$ cat config.mk
export PLATFORM = sky130hd
export DESIGN_NAME = kbd_rx_fifo
export DESIGN_NICKNAME = d
export VERILOG_FILES = /design/src/rtl/kbd_pkg.sv /design/src/rtl/kbd_fifo_mem.sv /design/src/rtl/kbd_rx_fifo.sv
export SDC_FILE = /design/constraint.sdc
export NUM_CORES = 1
export LEC_CHECK = 0
export CAP_MARGIN = 20
export CORE_ASPECT_RATIO = 0.5
export CORE_MARGIN = 1.5
export CORE_UTILIZATION = 35
export DETAILED_ROUTE_END_ITERATION = 12
export GPL_TIMING_DRIVEN = 0
export HOLD_SLACK_MARGIN = 0.06
export PLACE_DENSITY = 0.54
export SYNTH_ARGS = -nofsm -noshare
export SYNTH_HDL_FRONTEND = slang
export SYNTH_SLANG_ARGS = --single-unit
$ cat constraint.sdc
create_clock -name CLK -period 10.1 [get_ports CLK]
set_input_delay 1.01 -clock CLK [delete_from_list [all_inputs] [get_ports CLK]]
set_output_delay 1.01 -clock CLK [all_outputs]
set_load 0.005 [all_outputs]
$ cat src/rtl/kbd_pkg.sv
// Shared register map, STATUS/CTRL bit positions and the STATUS word packer
// for the keyboard receive FIFO.
package kbd_pkg;

    typedef enum logic [1:0] {
        KBD_DATA   = 2'd0,
        KBD_STATUS = 2'd1,
        KBD_CTRL   = 2'd2,
        KBD_RSVD   = 2'd3
    } kbd_reg_e;

    localparam int ST_EMPTY   = 0;
    localparam int ST_FULL    = 1;
    localparam int ST_CNT_LSB = 2;
    localparam int ST_CNT_W   = 7;
    localparam int ST_IRQEN   = 14;
    localparam int ST_OVF     = 15;

    localparam int CT_FLUSH   = 0;
    localparam int CT_CLROVF  = 1;
    localparam int CT_IRQEN   = 2;

    localparam int DATA_VALID = 31;

    function automatic logic [31:0] kbd_status(
        input logic                empty,
        input logic                full,
        input logic [ST_CNT_W-1:0] count,
        input logic                irq_en,
        input logic                ovf
    );
        logic [31:0] s;
        s                            = '0;
        s[ST_EMPTY]                  = empty;
        s[ST_FULL]                   = full;
        s[ST_CNT_LSB +: ST_CNT_W]    = count;
        s[ST_IRQEN]                  = irq_en;
        s[ST_OVF]                    = ovf;
        return s;
    endfunction

endpackage

$ cat src/rtl/kbd_fifo_mem.sv
// DEPTH x 8 character store: one synchronous write port, one asynchronous read
// port so the head character is available in the same cycle as the DATA read.
module kbd_fifo_mem #(
    parameter int DEPTH = 16,
    parameter int AW    = 4
) (
    input  logic          clk_i,
    input  logic          we_i,
    input  logic [AW-1:0] waddr_i,
    input  logic [7:0]    wdata_i,
    input  logic [AW-1:0] raddr_i,
    output logic [7:0]    rdata_o
);

    logic [7:0] mem_q [DEPTH];

    always_ff @(posedge clk_i) begin
        if (we_i) begin
            mem_q[waddr_i] <= wdata_i;
        end
    end

    assign rdata_o = mem_q[raddr_i];

endmodule

$ cat src/rtl/kbd_rx_fifo.sv
// Keyboard receive FIFO with DATA/STATUS/CTRL bus registers.
// Optional level interrupt is built only when KBD_IRQ_EN is defined.
module kbd_rx_fifo
    import kbd_pkg::*;
#(
    parameter int DEPTH = 16,
    parameter int AW    = 4
) (
    input  logic        CLK,
    input  logic        RST_N,
    input  logic        KeyValid,
    input  logic [7:0]  KeyAscii,
    input  logic        Sel,
    input  logic        We,
    input  logic [1:0]  Addr,
    input  logic [31:0] WData,
    output logic [31:0] RData,
    output logic        Irq
);

    logic [AW:0]  wr_ptr_q, wr_ptr_d;
    logic [AW:0]  rd_ptr_q, rd_ptr_d;
    logic [AW:0]  count;
    logic         ovf_q, ovf_d;
    logic [31:0]  rdata_q, rdata_d;
    logic         empty, full;
    logic         key_ok, rd_sel, wr_ctrl;
    logic         pop, push, drop, flush, clr_ovf;
    logic         irq_en;
    logic [7:0]   head;

    kbd_fifo_mem #(
        .DEPTH(DEPTH),
        .AW   (AW)
    ) u_mem (
        .clk_i  (CLK),
        .we_i   (push),
        .waddr_i(wr_ptr_q[AW-1:0]),
        .wdata_i(KeyAscii),
        .raddr_i(rd_ptr_q[AW-1:0]),
        .rdata_o(head)
    );

    // Pointers carry one extra wrap bit so DEPTH entries is distinguishable from empty.
    assign count = wr_ptr_q - rd_ptr_q;
    assign empty = (count == '0);
    assign full  = (count == (AW+1)'(DEPTH));

    always_comb begin
        key_ok   = KeyValid && (KeyAscii != 8'h00);
        rd_sel   = Sel && !We;
        wr_ctrl  = Sel && We && (kbd_reg_e'(Addr) == KBD_CTRL);
        flush    = wr_ctrl && WData[CT_FLUSH];
        clr_ovf  = wr_ctrl && WData[CT_CLROVF];
        pop      = rd_sel && (kbd_reg_e'(Addr) == KBD_DATA) && !empty;
        // A pop in the same cycle frees a slot, so a full FIFO still accepts the key.
        push     = key_ok && (!full || pop) && !flush;
        drop     = key_ok && full && !pop && !flush;

        wr_ptr_d = flush ? '0 : wr_ptr_q + (AW+1)'(push);
        rd_ptr_d = flush ? '0 : rd_ptr_q + (AW+1)'(pop);
        ovf_d    = clr_ovf ? 1'b0 : (ovf_q || drop);

        rdata_d  = rdata_q;
        if (rd_sel) begin
            case (kbd_reg_e'(Addr))
                KBD_DATA: begin
                    rdata_d = '0;
                    if (pop) begin
                        rdata_d[DATA_VALID] = 1'b1;
                        rdata_d[7:0]        = head;
                    end
                end
                KBD_STATUS: rdata_d = kbd_status(empty, full, ST_CNT_W'(count), irq_en, ovf_q);
                KBD_CTRL:   rdata_d = {31'b0, irq_en};
                default:    rdata_d = '0;
            endcase
        end
    end

    always_ff @(posedge CLK or negedge RST_N) begin
        if (!RST_N) begin
            wr_ptr_q <= '0;
            rd_ptr_q <= '0;
            ovf_q    <= 1'b0;
            rdata_q  <= '0;
        end else begin
            wr_ptr_q <= wr_ptr_d;
            rd_ptr_q <= rd_ptr_d;
            ovf_q    <= ovf_d;
            rdata_q  <= rdata_d;
        end
    end

    assign RData = rdata_q;

`ifdef KBD_IRQ_EN
    logic irq_en_q, irq_en_d;
    logic irq_q;
    logic unused_wdata;

    assign irq_en_d     = wr_ctrl ? WData[CT_IRQEN] : irq_en_q;
    assign unused_wdata = ^WData[31:3];

    always_ff @(posedge CLK or negedge RST_N) begin
        if (!RST_N) begin
            irq_en_q <= 1'b0;
            irq_q    <= 1'b0;
        end else begin
            irq_en_q <= irq_en_d;
            irq_q    <= irq_en_q && (!empty || ovf_q);
        end
    end

    assign irq_en = irq_en_q;
    assign Irq    = irq_q;
`else
    logic unused_wdata;

    assign unused_wdata = ^WData[31:2];
    assign irq_en       = 1'b0;
    assign Irq          = 1'b0;
`endif

endmodule

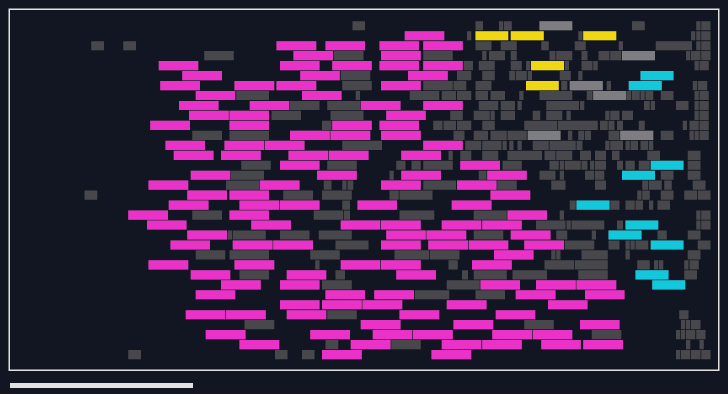
Run 1: sequential cells grouped by signal name
Scale bar: 50 um. Other sequential cells in the stronger grey, the rest of the logic in the fainter grey.
Magenta shows u_mem.mem_q, flops 128. Cyan shows RData, flops 10. Yellow shows wr_ptr_q, flops 5, where north-east.
Another 6 sequential cells are not coloured.

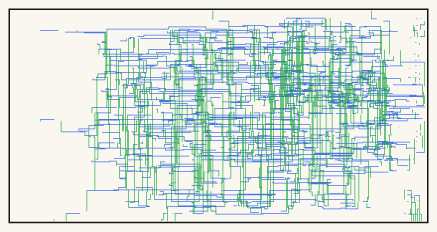
Run 1: metal layers overlaid
Two of the layers only.
Green shows met2, wire length 6310 um. Blue shows met1, wire length 6520 um.
final wirelength: 14100 um
drt wl/cell: 20.8 um
detailed-route via count: 3309
Overall Global Routing Usage: 15.6%

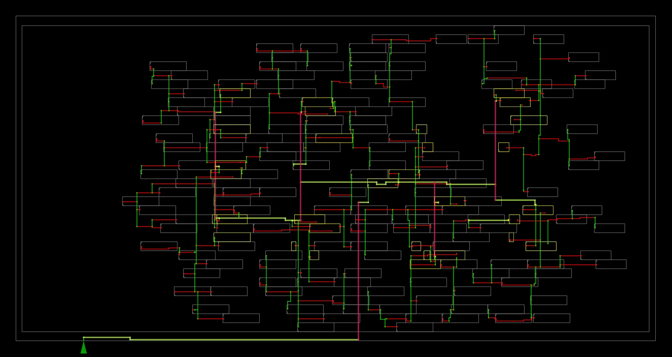
Run 1: clock routing
clk_lat worst skew: 0.41 ns
total CTS buffers: 17
Layout Skew: 0.00680 ns
layout sequential cell count: 149
Clock Power: 662 uW

==> results_dict.tcl, run 1 <==
# collected from the flow reports
set metrics [dict create \
    edf_count 128 \
    fmax_mhz 240 \
    seq_share_pct 55.6 \
    grt-ovfl-total 0 \
    ys_warn_count 0 \
    combGateArea_um2 1840 \
    logic_gate_count 170 \
    synth_area_um2 6340 \
    r2r_end "wr_ptr_q[4]" \
    rsz0062_at_grt "false" \
    synth_area_leader_cell "edfxtp_1" \
    yosys-stat-area_um2 6340 \
    synth.area.top_cells "edfxtp_1, mux4_2, dfrtp_1" \
    die_h_um 98.2 \
    bufAreaShareNonClock_pct 8.73 \
    firstDrtPassIters 4 \
    top_layer "met4" \
    cp_top_family "buffers and inverters" \
    placed_cells 646 \
    status "complete, no violations" \
    drt-initial-drc-count 348 \
    largest_cell_class "sequential cells" \
    top_register "u_mem.mem_q" \
    worst_hold_slack_ns 0.479 \
    power.density_nw_per_um2 268 \
    viasPerCell 4.88 \
    hold_path_class "register to register" \
    lay_top_cells "edfxtp_1, mux4_2, buf_4, clkdlybuf4s50_1, conb_1" \
    row_count 34 \
    ys_async_sr_fraction_pct 14.1 \
    timing.rr.start "rd_ptr_q[1]" \
    max_slew_margin_pct 35.2 \
    path_class "register to register" \
    cp_num_cells 15 \
    post-place-ws_ns 5.81 \
    drive_above_1_share_pct 28.2 \
    flop_cell "edfxtp_1" \
    ys_seq_elements 149 \
    clkbuf_count 19 \
    ys_types 47 \
    p_total_mw 2.11 \
    crit_path_end_kind "register" \
    period_used_pct 41.3 \
    n_all_buffers 80 \
    n_all_inverters 14 \
    min_period_ns 4.17 \
    comb_share_pct 23.4 \
    dieArea_um2 19000 \
    dpl.hpwl_um 9800 \
    power.leakage_nw 2.77 \
    setup-violations-final 0 \
    slew_violations 0 \
    reg2regPathDepth 15 \
    warnings 56 \
    io_buffers 26 \
    min_from "RData[0]" \
    seq_area_um2 4370 \
    start_kind "register" \
    min_path_cells 1 \
    placed_cell_area_um2 7210 \
    stdcell_count 678 \
]
-- run 1: cells by family after synthesis --
kind of cell    after synthesis  share of synthesized area (%)
flops                       149                           68.9
simple gates                 64                           5.67
buf+inv                      53                           4.98
mux                          43                           14.8
compound gates               22                           2.43
fa+ha+maj                     9                           1.90
xor+xnor                      9                           1.24
other cells                   1                         0.0592
-- run 1: routing by layer --
metal  track usage (%)  vias to the layer above
met3              3.52                       17
li1                  -                     1509
met2              23.5                      101
met4              5.55                        0
met1              22.3                     1682
met5                 0                        -
-- run 1: power by group --
part	leakage, nW	total, mW	switching [mW]	internal (mW)
logic	1.06	0.651	0.344	0.307
registers	1.43	0.795	0.0412	0.754
clock network	0.291	0.662	0.249	0.413
Run 1, layout detail:
Region (28, 54) to (68, 94) um. Cells in grey, sequential cells in the stronger grey; small squares are vias.
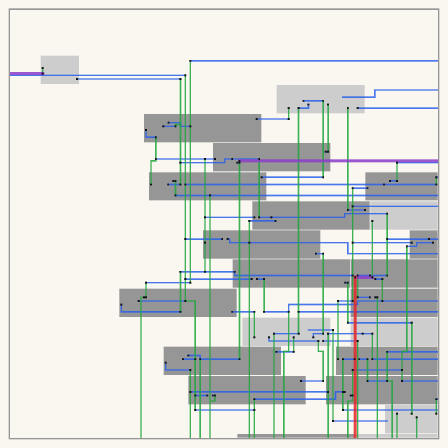

==> run 1 -> run 2 <==
- PLACE_DENSITY: 0.54 -> 0.56
- clock period: 10.1 -> 3.7 ns (I/O delays scaled with it)
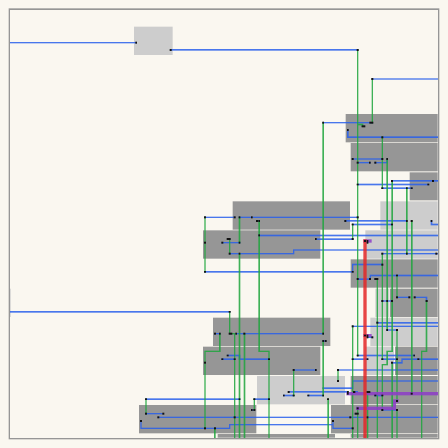
Run 2: layout detail
Region (28, 54) to (68, 94) um. Cells in grey, sequential cells in the stronger grey; small squares are vias.
Red shows met4. Blue shows met1. Purple shows met3. Green shows met2.
Netlist names of flops here include u_mem.mem_q (10). Most frequent: edfxtp_1 (10), mux4_2 (2), clkbuf_16 (2). Sequential cells in the window: 10. 17 logic cells have their middle in the window.

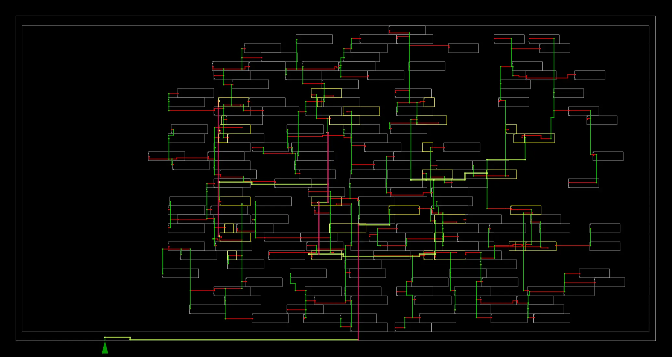
Run 2: clock routing
clk_lat worst skew: 0.42 ns
clock buf count: 18
Layout Skew: 0.0116 ns
Clock Power: 1.70 mW

==> run 2 against run 1 <==
Net effect:
- combinational power grew to 2.8 times the previous value
- flip-flop count is the same
- clock-buffer cell count shrank 1
- non-clock buffer count is the same
- wire length grew 0.63%
- first-iteration DRC count shrank 18%
- critical path depth shrank 5
- synthesized cell count is the same
- final area grew 0.13%
- global-route usage grew 0.13 points
- largest cell class unchanged
- largest power group unchanged
==> results_dict.tcl, run 2 <==
# collected from the flow reports
set metrics [dict create \
    yosys-top-cells-count "edfxtp_1, mux4_2, buf_4" \
    status "complete, no violations" \
    logic_gate_count 170 \
    power_frac_clock_pct 29.9 \
    setup-violations-final 0 \
    p_switching_mw 1.76 \
    n_all_buffers 80 \
    most_common_cell "edfxtp_1" \
    power.density_nw_per_um2 721 \
    synth_area_um2 6340 \
    power_frac_comb_pct 31.8 \
    ys_warn_count 0 \
    comb_share_pct 23.8 \
    tapCellCount 234 \
    seq_power_share_pct 38.2 \
    bufAreaShareNonClock_pct 8.80 \
    lay_top_count "edfxtp_1" \
    power.leakage_nw 2.76 \
    ys_seq_elements 149 \
    simple_gate_area_share_pct 5.67 \
    synth_area_leader_cell "edfxtp_1" \
    comb_power_mw 1.80 \
    slew_violations 0 \
    largest_cell_class "sequential cells" \
    synthAdderAreaFrac_pct 1.90 \
    ys_sh_xor_pct 1.24 \
    row_count 34 \
    grt.busiest_layer "met2" \
    power_leader "registers" \
    top_layer "met4" \
    wire_per_inst_um 20.9 \
    die_w_um 193 \
    path_max_fanout 10 \
    ys_types 47 \
    routed_wl_um 14200 \
    worstMarginPinSlew_ns 0.967 \
    viasPerCell 5.01 \
    ys_async_sr_fraction_pct 14.1 \
    ff_count 149 \
    edf_count 128 \
    startpoint "rd_ptr_q[1]" \
    path_class "register to register" \
    combGateArea_um2 1870 \
    grt_max_degree 22 \
    crit_path_max_incr_delay_ns 0.71 \
    numCtsBuffers 17 \
    dieArea_um2 19000 \
    hold_path_class "input pin to asynchronous set/reset pin" \
    drive_above_1_share_pct 29.4 \
    mux_share_pct 14.8 \
    lay_top_cells "edfxtp_1, mux4_2, buf_4, clkdlybuf4s50_1, conb_1" \
    wl_met3_um 634 \
    aoi_share_pct 2.43 \
    cp_top_family "simple AND/OR/NAND/NOR gates" \
    grt_usage_pct 15.7 \
    drt-initial-drc-count 286 \
    postLayoutCoreUtil_pct 44.9 \
    final_antenna_net_count 0 \
    dpl.hpwl_um 9720 \
    die_h_um 98.2 \
    crit_path_end_kind "register" \
    seq_share_pct 55.6 \
    firstDrtPassIters 5 \
    post-place-ws_ns -0.587 \
    num_vias 3399 \
    top_register "u_mem.mem_q" \
    synth.area.top_cells "edfxtp_1, mux4_2, dfrtp_1" \
    intPower_mw 3.91 \
    grt_use_met1_pct 21.2 \
    timing.rr.start "rd_ptr_q[1]" \
    rsz0062_at_grt "false" \
    min_period_ns 3.54 \
    flop_cell "edfxtp_1" \
    fmax_mhz 283 \
    max_slew_margin_pct 35.4 \
    start_kind "register" \
    warnings 56 \
    cp_num_cells 10 \
    seq-power_mw 2.17 \
    seq_area_um2 4370 \
    n_all_inverters 14 \
    grt-ovfl-total 0 \
    switching_share_pct 31.1 \
    met2_usage_pct 25.1 \
    reg2regPathDepth 10 \
    yosys-stat-area_um2 6340 \
    logic_family "multiplexers" \
    r2r_end "u_mem.mem_q[12][1]" \
    io_buffers 26 \
    met3_usage_pct 4.08 \
    period_used_pct 95.6 \
]
run 2: cell counts after synthesis:
Identical to the previous run, type by type.
run 2: through the flow:
stage / total power, mW / std cells / area, um^2 / hold WS, ns
after floorplan: 3.33 / 372 / 6420 / 0.0744
after global placement: 3.87 / 632 / 6970 / 0.464
after detailed placement: 3.98 / 648 / 7220 / 0.472
after CTS: 5.70 / 679 / 7840 / 0.485
after global routing: 5.92 / 679 / 7860 / 0.262
final: 5.67 / 679 / 7860 / 0.244
run 2: logic make-up (layout without fill, tap and decap cells):
group / after synthesis / count (layout)
flops: 149 / 149
simple gates: 64 / 64
buf+inv: 53 / 126
mux: 43 / 43
compound gates: 22 / 22
fa+ha+maj: 9 / 9
xor+xnor: 9 / 9
other cells: 1 / 23
Run 2, port wiring:
Scale bar: 50 um.
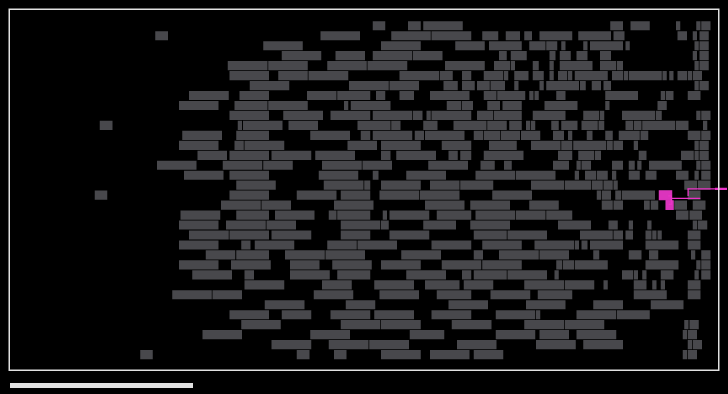

==> run 2 -> run 3 <==
- PLACE_DENSITY: 0.56 -> not set
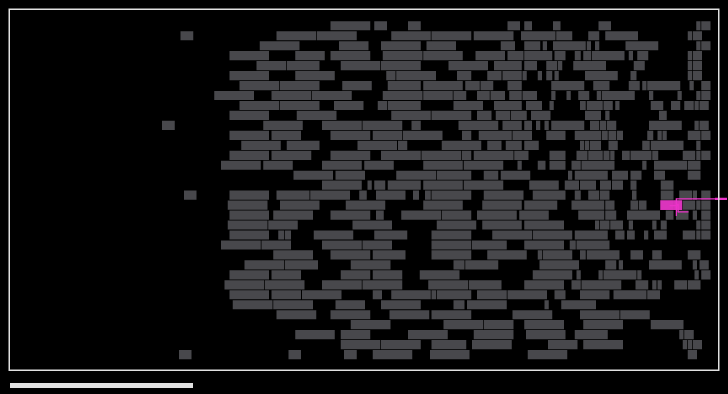
Run 3: port wiring
Scale bar: 50 um.
Magenta shows Sel, bits 1, direction input, edge east, end cells 2, wire 22.7 um.

==> run 3 against run 2 <==
Net effect:
- register-to-register slack improved by 0.07 ns
- worst setup slack better by 0.071 ns
- final area increased by 0.46%
- first-iteration DRC count rose by 19%
- clock power grew 2%
- maximum frequency rose by 2.0%
==> results_dict.tcl, run 3 <==
# collected from the flow reports
set metrics [dict create \
    max_slew_margin_pct 33.3 \
    worstSkewPairLatency_ns 0.42 \
    drive_above_1_share_pct 30.2 \
    cp_num_cells 10 \
    ys_warn_count 0 \
    power_leader "registers" \
    power_frac_comb_pct 31.8 \
    postLayoutCoreUtil_pct 45.1 \
    grt.busiest_layer "met2" \
    yosys-stat-area_um2 6340 \
    met3_usage_pct 3.25 \
    numCtsBuffers 17 \
    path_max_fanout 10 \
    worstMarginPinSlew_ns 0.999 \
    ys_seq_share_pct 68.9 \
    status "complete, no violations" \
    grt_usage_pct 15.6 \
    period_used_pct 93.7 \
    synthAdderAreaFrac_pct 1.90 \
    edf_count 128 \
    mux_share_pct 14.8 \
    cp_num_buf_inv 4 \
    syn_area_per_cell_um2 18.1 \
    route.detailed.drc 0 \
    intPower_mw 3.93 \
    lay_top_count "edfxtp_1" \
    vdd_drop_max_uv 329 \
    fmax_mhz 289 \
    row_count 34 \
    ys_async_sr_fraction_pct 14.1 \
    drt-initial-drc-count 339 \
    routed_wl_um 14000 \
    min_period_ns 3.47 \
    crit_top_cell "buf_6" \
    power.density_nw_per_um2 726 \
    lay_top_cells "edfxtp_1, mux4_2, buf_4, clkdlybuf4s50_1, conb_1" \
    top_register "u_mem.mem_q" \
    grt_use_met1_pct 20.5 \
    wl_met2_um 6690 \
    die_w_um 193 \
    ys_sh_xor_pct 1.24 \
    drt-met1-wl_um 6180 \
    crit_path_end_kind "register" \
    cp_top_family "simple AND/OR/NAND/NOR gates" \
    stdcell_area_um2 7900 \
    wire_per_inst_um 20.6 \
    p_switching_mw 1.81 \
    final_antenna_net_count 0 \
    yosys-top-cells-count "edfxtp_1, mux4_2, buf_4" \
    timing.rr.start "rd_ptr_q[1]" \
    met2_usage_pct 25.5 \
    placed_cell_area_um2 7230 \
    num_vias 3354 \
    ys_types 47 \
    startpoint "rd_ptr_q[1]" \
    synth.area.top_cells "edfxtp_1, mux4_2, dfrtp_1" \
    ios 80 \
    reg2regPathDepth 10 \
    cp_cell_sequence "clkbuf_4 -> inv_1 -> fa_1 -> xor2_1 -> nand4b_1 -> a211oi_2 -> a21bo_4 -> buf_6 -> nor4_2 -> buf_6" \
    top_cell_area_share_pct 60.7 \
    antenna_found_initial 0 \
    finalHoldViolCount 0 \
    dpl.hpwl_um 9560 \
    wl_met3_um 885 \
    die_h_um 98.2 \
    setup-violations-final 0 \
    r2r_end "u_mem.mem_q[2][5]" \
    viasPerCell 4.95 \
    power_frac_clock_pct 30.4 \
    hold_path_class "input pin to asynchronous set/reset pin" \
    flop_cell "edfxtp_1" \
    synth_area_leader_cell "edfxtp_1" \
    warnings 56 \
    cp-endpoint "u_mem.mem_q[2][5]" \
    synth_area_um2 6340 \
    crit_path_max_incr_delay_ns 0.64 \
    most_common_cell "edfxtp_1" \
    dieArea_um2 19000 \
    p_total_mw 5.73 \
    clock_skew_ns 0.00797 \
    grt-ovfl-total 0 \
    slew_violations 0 \
    drv_cap 0 \
    post-place-ws_ns -0.607 \
    simple_gate_area_share_pct 5.67 \
    clk-power_mw 1.74 \
    power.leakage_nw 2.78 \
    logic_family "multiplexers" \
    grt_max_degree 22 \
    switching_share_pct 31.5 \
    firstDrtPassIters 4 \
    path_clk_slew_ns 0.07 \
    arrival_ns 3.60 \
    path_class "register to register" \
    rsz0062_at_grt "false" \
    aoi_share_pct 2.43 \
    comb_power_mw 1.82 \
    seq_power_share_pct 37.8 \
    start_kind "register" \
    io_buffers 26 \
    antenna_cells 0 \
    top_layer "met4" \
    slowest_stage "nor4_2" \
    ys_seq_elements 149 \
]
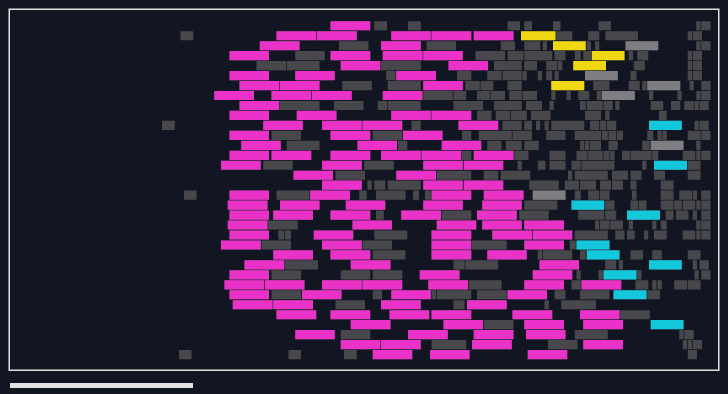
Run 3: sequential cells grouped by signal name
Scale bar: 50 um. Other sequential cells in the stronger grey, the rest of the logic in the fainter grey.
fraction of area in registers: 55.3%
sequential power: 2.17 mW

[run 3: per-stage QoR]
| stage | cells | hold WS (ns) | setup TNS, ns |
|---|---|---|---|
| global route | 678 | 0.131 | 0 |
| detailed placement | 647 | 0.469 | -29.77 |
| CTS | 678 | 0.483 | 0 |
| finish | 678 | 0.125 | 0 |
| floorplan | 372 | 0.0744 | 0 |
| global placement | 632 | 0.465 | -179.40 |
[run 3: cell type report]
class / instances / area (um^2)
inverter: 14 / 56.3
clock buffer: 17 / 425
timing repair buffer: 43 / 443
clock inverter: 15 / 170
multi-input combinational: 170 / 1880
buffer: 36 / 263
fill: 1490 / 9630
sequential: 149 / 4370
tap: 234 / 293
[run 3: timing repair]
item | 4_1_cts | 5_1_grt
resized | 9 | 3
endpoints found under the setup margin | 129 | 22
buffers inserted | 1 | 0
Power figures rest on the tool's default switching activity, not on a simulated workload.
